Figure 1. Wires at chosen ports, followed through buffers.
Bar = 50 µm.
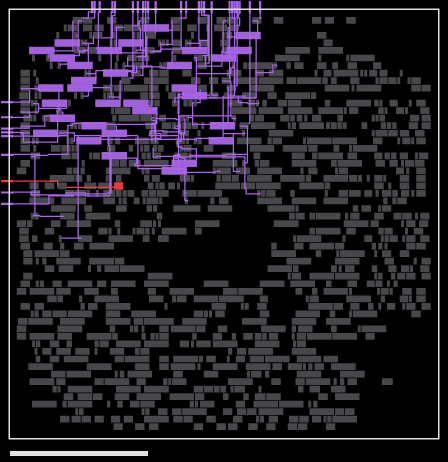
Figure 2. Met2 routing.
Bar = 50 µm.
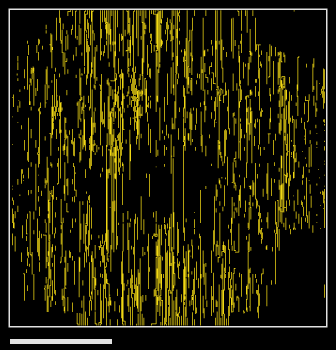
Figure 3. Logic cells by family.
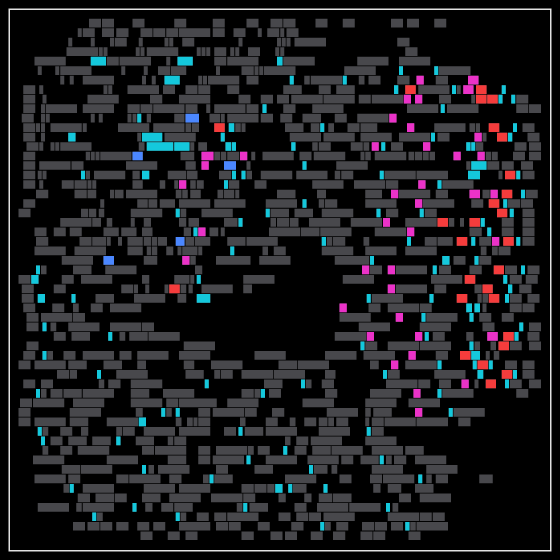
Figure 4. Metal 3.
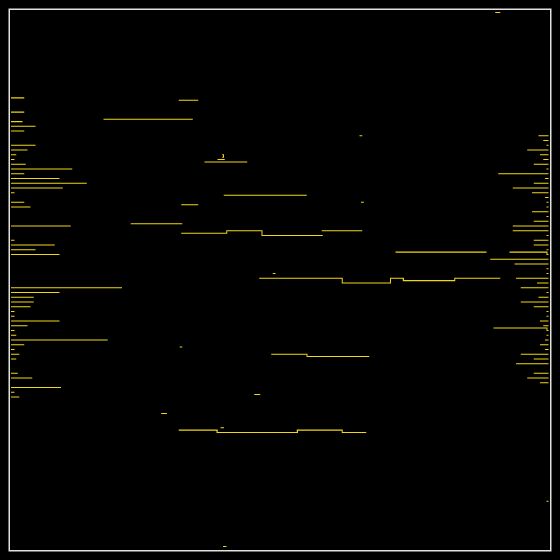
--- config.mk ---
export PLATFORM = sky130hd
export DESIGN_NAME = imem_fetch_ctrl
export DESIGN_NICKNAME = d
export VERILOG_FILES = /design/src/rtl/imem_fetch_ctrl.sv
export SDC_FILE = /design/constraint.sdc
export NUM_CORES = 1
export LEC_CHECK = 0
export CAP_MARGIN = 25
export CORE_MARGIN = 2
export CORE_UTILIZATION = 35
export DETAILED_ROUTE_END_ITERATION = 10
export PLACE_DENSITY = 0.57
export SETUP_SLACK_MARGIN = 0.2
export SLEW_MARGIN = 20
export SYNTH_ARGS = -nofsm -noshare
export SYNTH_HDL_FRONTEND = slang
export SYNTH_SLANG_ARGS = --single-unit
export TNS_END_PERCENT = 1
--- constraint.sdc ---
create_clock -name Clk -period 7.45 [get_ports Clk]
set_input_delay 0.745 -clock Clk [delete_from_list [all_inputs] [get_ports Clk]]
set_output_delay 0.745 -clock Clk [all_outputs]
set_load 0.03 [all_outputs]
--- src/rtl/imem_fetch_ctrl.sv ---
// Instruction-fetch sequencer: owns the fetch PC, reads the combinational
// instruction memory and queues {pc, instruction} pairs in a 2-entry buffer
// toward decode. Handles redirect/flush, halt-word drain and illegal-address faults.
`timescale 1ns/1ps
module imem_fetch_ctrl #(
    parameter logic [31:0] RESET_PC   = 32'h0000_0000,
    parameter logic [31:0] ADDR_LIMIT = 32'h0000_07FC,
    parameter logic [31:0] HALT_WORD  = 32'hFFFF_FFFF
) (
    input  logic        Clk,
    input  logic        Reset_n,
    input  logic        Start,
    output logic [31:0] ImemAddress,
    input  logic [31:0] ImemInstruction,
    input  logic        RedirectValid,
    input  logic [31:0] RedirectTarget,
    output logic        OutValid,
    input  logic        OutReady,
    output logic [31:0] OutInstruction,
    output logic [31:0] OutPC,
    output logic [31:0] OutPCPlus4,
    output logic        Halted,
    output logic        Fault
);

    typedef enum logic [1:0] {StIdle, StFetch, StDrain, StHalt} state_e;

    state_e      state_q, state_d;
    logic [31:0] pc_q, pc_d;
    logic [1:0]  count_q, count_d;
    logic        fault_q, fault_d;
    // Entry 0 is always the head; a pop shifts entry 1 down.
    logic [31:0] e0_pc_q, e0_pc_d, e0_ins_q, e0_ins_d;
    logic [31:0] e1_pc_q, e1_pc_d, e1_ins_q, e1_ins_d;

    logic        pop;
    logic        push;
    logic        room;
    logic [1:0]  count_after_pop;

    // Next-state: redirect beats everything, then limit check, then halt word, then push.
    always_comb begin
        state_d  = state_q;
        pc_d     = pc_q;
        count_d  = count_q;
        fault_d  = fault_q;
        e0_pc_d  = e0_pc_q;
        e0_ins_d = e0_ins_q;
        e1_pc_d  = e1_pc_q;
        e1_ins_d = e1_ins_q;
        push     = 1'b0;

        pop             = (count_q != 2'd0) && OutReady;
        count_after_pop = pop ? (count_q - 2'd1) : count_q;
        room            = (count_after_pop != 2'd2);

        case (state_q)
            StIdle: begin
                if (Start) begin
                    state_d = StFetch;
                end
            end
            StFetch, StDrain: begin
                if (RedirectValid) begin
                    // Flush; a same-cycle pop is discarded along with the buffer.
                    count_d = 2'd0;
                    pc_d    = RedirectTarget;
                    if (RedirectTarget[1:0] != 2'b00) begin
                        fault_d = 1'b1;
                        state_d = StHalt;
                    end else begin
                        state_d = StFetch;
                    end
                end else begin
                    count_d = count_after_pop;
                    if (pop) begin
                        e0_pc_d  = e1_pc_q;
                        e0_ins_d = e1_ins_q;
                    end
                    if (state_q == StFetch) begin
                        if (room) begin
                            if (pc_q > ADDR_LIMIT) begin
                                fault_d = 1'b1;
                                count_d = 2'd0;
                                state_d = StHalt;
                            end else if (ImemInstruction == HALT_WORD) begin
                                state_d = StDrain;
                            end else begin
                                push = 1'b1;
                            end
                        end
                    end else if (count_q == 2'd0) begin
                        state_d = StHalt;
                    end
                end
            end
            StHalt: begin
                state_d = StHalt;
            end
            default: begin
                state_d = StIdle;
            end
        endcase

        if (push) begin
            pc_d = pc_q + 32'd4;
            if (count_after_pop == 2'd0) begin
                e0_pc_d  = pc_q;
                e0_ins_d = ImemInstruction;
            end else begin
                e1_pc_d  = pc_q;
                e1_ins_d = ImemInstruction;
            end
            count_d = count_after_pop + 2'd1;
        end
    end

    // State, PC and buffer registers with asynchronous reset.
    always_ff @(posedge Clk or negedge Reset_n) begin
        if (!Reset_n) begin
            state_q  <= StIdle;
            pc_q     <= RESET_PC;
            count_q  <= 2'd0;
            fault_q  <= 1'b0;
            e0_pc_q  <= 32'd0;
            e0_ins_q <= 32'd0;
            e1_pc_q  <= 32'd0;
            e1_ins_q <= 32'd0;
        end else begin
            state_q  <= state_d;
            pc_q     <= pc_d;
            count_q  <= count_d;
            fault_q  <= fault_d;
            e0_pc_q  <= e0_pc_d;
            e0_ins_q <= e0_ins_d;
            e1_pc_q  <= e1_pc_d;
            e1_ins_q <= e1_ins_d;
        end
    end

    assign ImemAddress    = pc_q;
    assign OutValid       = (count_q != 2'd0);
    assign OutInstruction = e0_ins_q;
    assign OutPC          = e0_pc_q;
    // Zero while empty so the reset value is 0 rather than RESET_PC+4.
    assign OutPCPlus4     = OutValid ? (e0_pc_q + 32'd4) : 32'd0;
    assign Halted         = (state_q == StHalt);
    assign Fault          = fault_q;

endmodule

==> qor.csv <==
metric,value,unit
CTS tree,done,
yosys cell count,743,
worst reg2reg setup slack,4180,ps
simple share,0.1788,
wl on met1,9989,µm
Post-Syn Instances,743,
number of global-route vias before repair,5774,
Final Instance Area,10810,µm²
Clock Sink Count,165,
grt met1 use,0.2478,
Final WS setup,3537,ps
Yosys Chip Area,7950,µm²
f_max,255.5,MHz
share of cells above drive strength 1,0.1015,
Layout Area Growth over Synthesis,35.93,%
Inverters,17,
sequential share of power,0.374,
sequential share of cell area,0.3821,
Dominant combinational family,simple AND/OR/NAND/NOR gates,
Synth Area in Compound Gates,0.06248,
Post-synth ARST share,1.000,
syn_area_per_cell,10.70,µm²
most common cell in the netlist,dfrtp_1,
clock distribution power,0.866,mW
status,"complete, no violations",
fin nets,1011,
Yosys warnings,0,
clock latency on the worst-skew pair,430,ps
Signal buffers,208,
clk buf depth,2,
total negative slack,0,ps
Tot Pwr,2.963,mW
Routability Congestion,0.7860,
largest net degree at the start of global routing,98,
Post-synth EDFFs,0,
biggest area cells,"dfrtp_1, mux2i_1, mux2_4, nor2_1, nand2_1",
row count,55,
max-cap check violation count,0,
Psw,1.099,mW
critical path startpoint,OutPC[4]$_DFF_PN0_,
"Seq/Total Area, Yosys",0.5194,
Final Util,0.4817,
Synth Net Count,821,
Slew @ Worst Pin,925.0,ps
Root Driver,clkbuf_16,
GRT met3 Usage,0.04399,
Inst Count DP,1197,
# H-tree levels,4,
worst path arrival time,3170,ps
chip width,154.7,µm
Critical Path Sink,OutPCPlus4[27],
Post-synth top cells,"dfrtp_1, nor2_1, nand2_1, mux2i_1, a21oi_1",
DRC viols,0,
Sw Ratio,0.3711,
IO Port Bufs,199,
Tap Count,285,
Worst path depth,7,
Max Used Layer,met4,
Register Area,4129,µm²
Top Family by Delay on Critical Path,simple AND/OR/NAND/NOR gates,
min Tclk post-route,3913,ps
WL met2,9383,µm
Post-CTS Setup Bufs,0,
Logic pwr share,0.334,
final antenna-violating net count,0,
Hold WC Path Type,in2async,
MI comb area,3573,µm²
leading area contributor after synthesis,dfrtp_1,
Layout clock area frac,0.05326,
full die area,23940,µm²
clock power share,0.292,
largest class,sequential cells,
Worst Setup Slack post-DPL,3591,ps
P_comb,0.990,mW
GRT Max-Usage Layer,met2,
clock slew at reported path FFs,70,ps
Max Fanout on Critical Path,8,
WS Path Type,reg2out,
P_seq,1.11,mW
leak pwr,4.807,nW
area fraction in mux cells,0.1640,
number of logic gates,524,
Main synth FF type,dfrtp_1,
WL/cell,16.63,µm
P_int,1.863,mW
"Hold Vio Cnt, Final",0,
Synth Area in XOR/XNOR,0.02975,
## Picture notes: Figure 1
`Start`: in red, bits 1, direction input, end cells 1, buffers 1, wire 36.1 µm. `ImemAddress`: in purple, bits 32, direction output, end cells 32, buffers 32, wire 1830 µm.

## Picture notes: Figure 2
The layer carries 9380 µm of wire. 801 nets have wire on it. The layer holds 46% of the routed length. The wires run mostly vertical. The longest straight run is 53.4 µm.
met2 GRT Util: 0.2668
Vias: 5942
detailed-route wire length: 20470 µm

## Picture notes: Figure 3
xor and xnor cells: in red, cells 27, most used xor2_1. non-inverting ao/oa cells: in blue, cells 5. nor cells: in cyan, cells 129, most used nor2_1, where spread over the die. and/or cells: in magenta, cells 39, most used and2_1.
fraction of area in multi-input gates: 0.3307
Top cell excl fill/tap: clkdlybuf4s50_1

## Picture notes: Figure 4
The wires run mostly horizontal. The layer holds 4.2% of the routed length. 108 nets have wire on it. The layer carries 855 µm of wire.

Power and IR drop assume default switching activity.
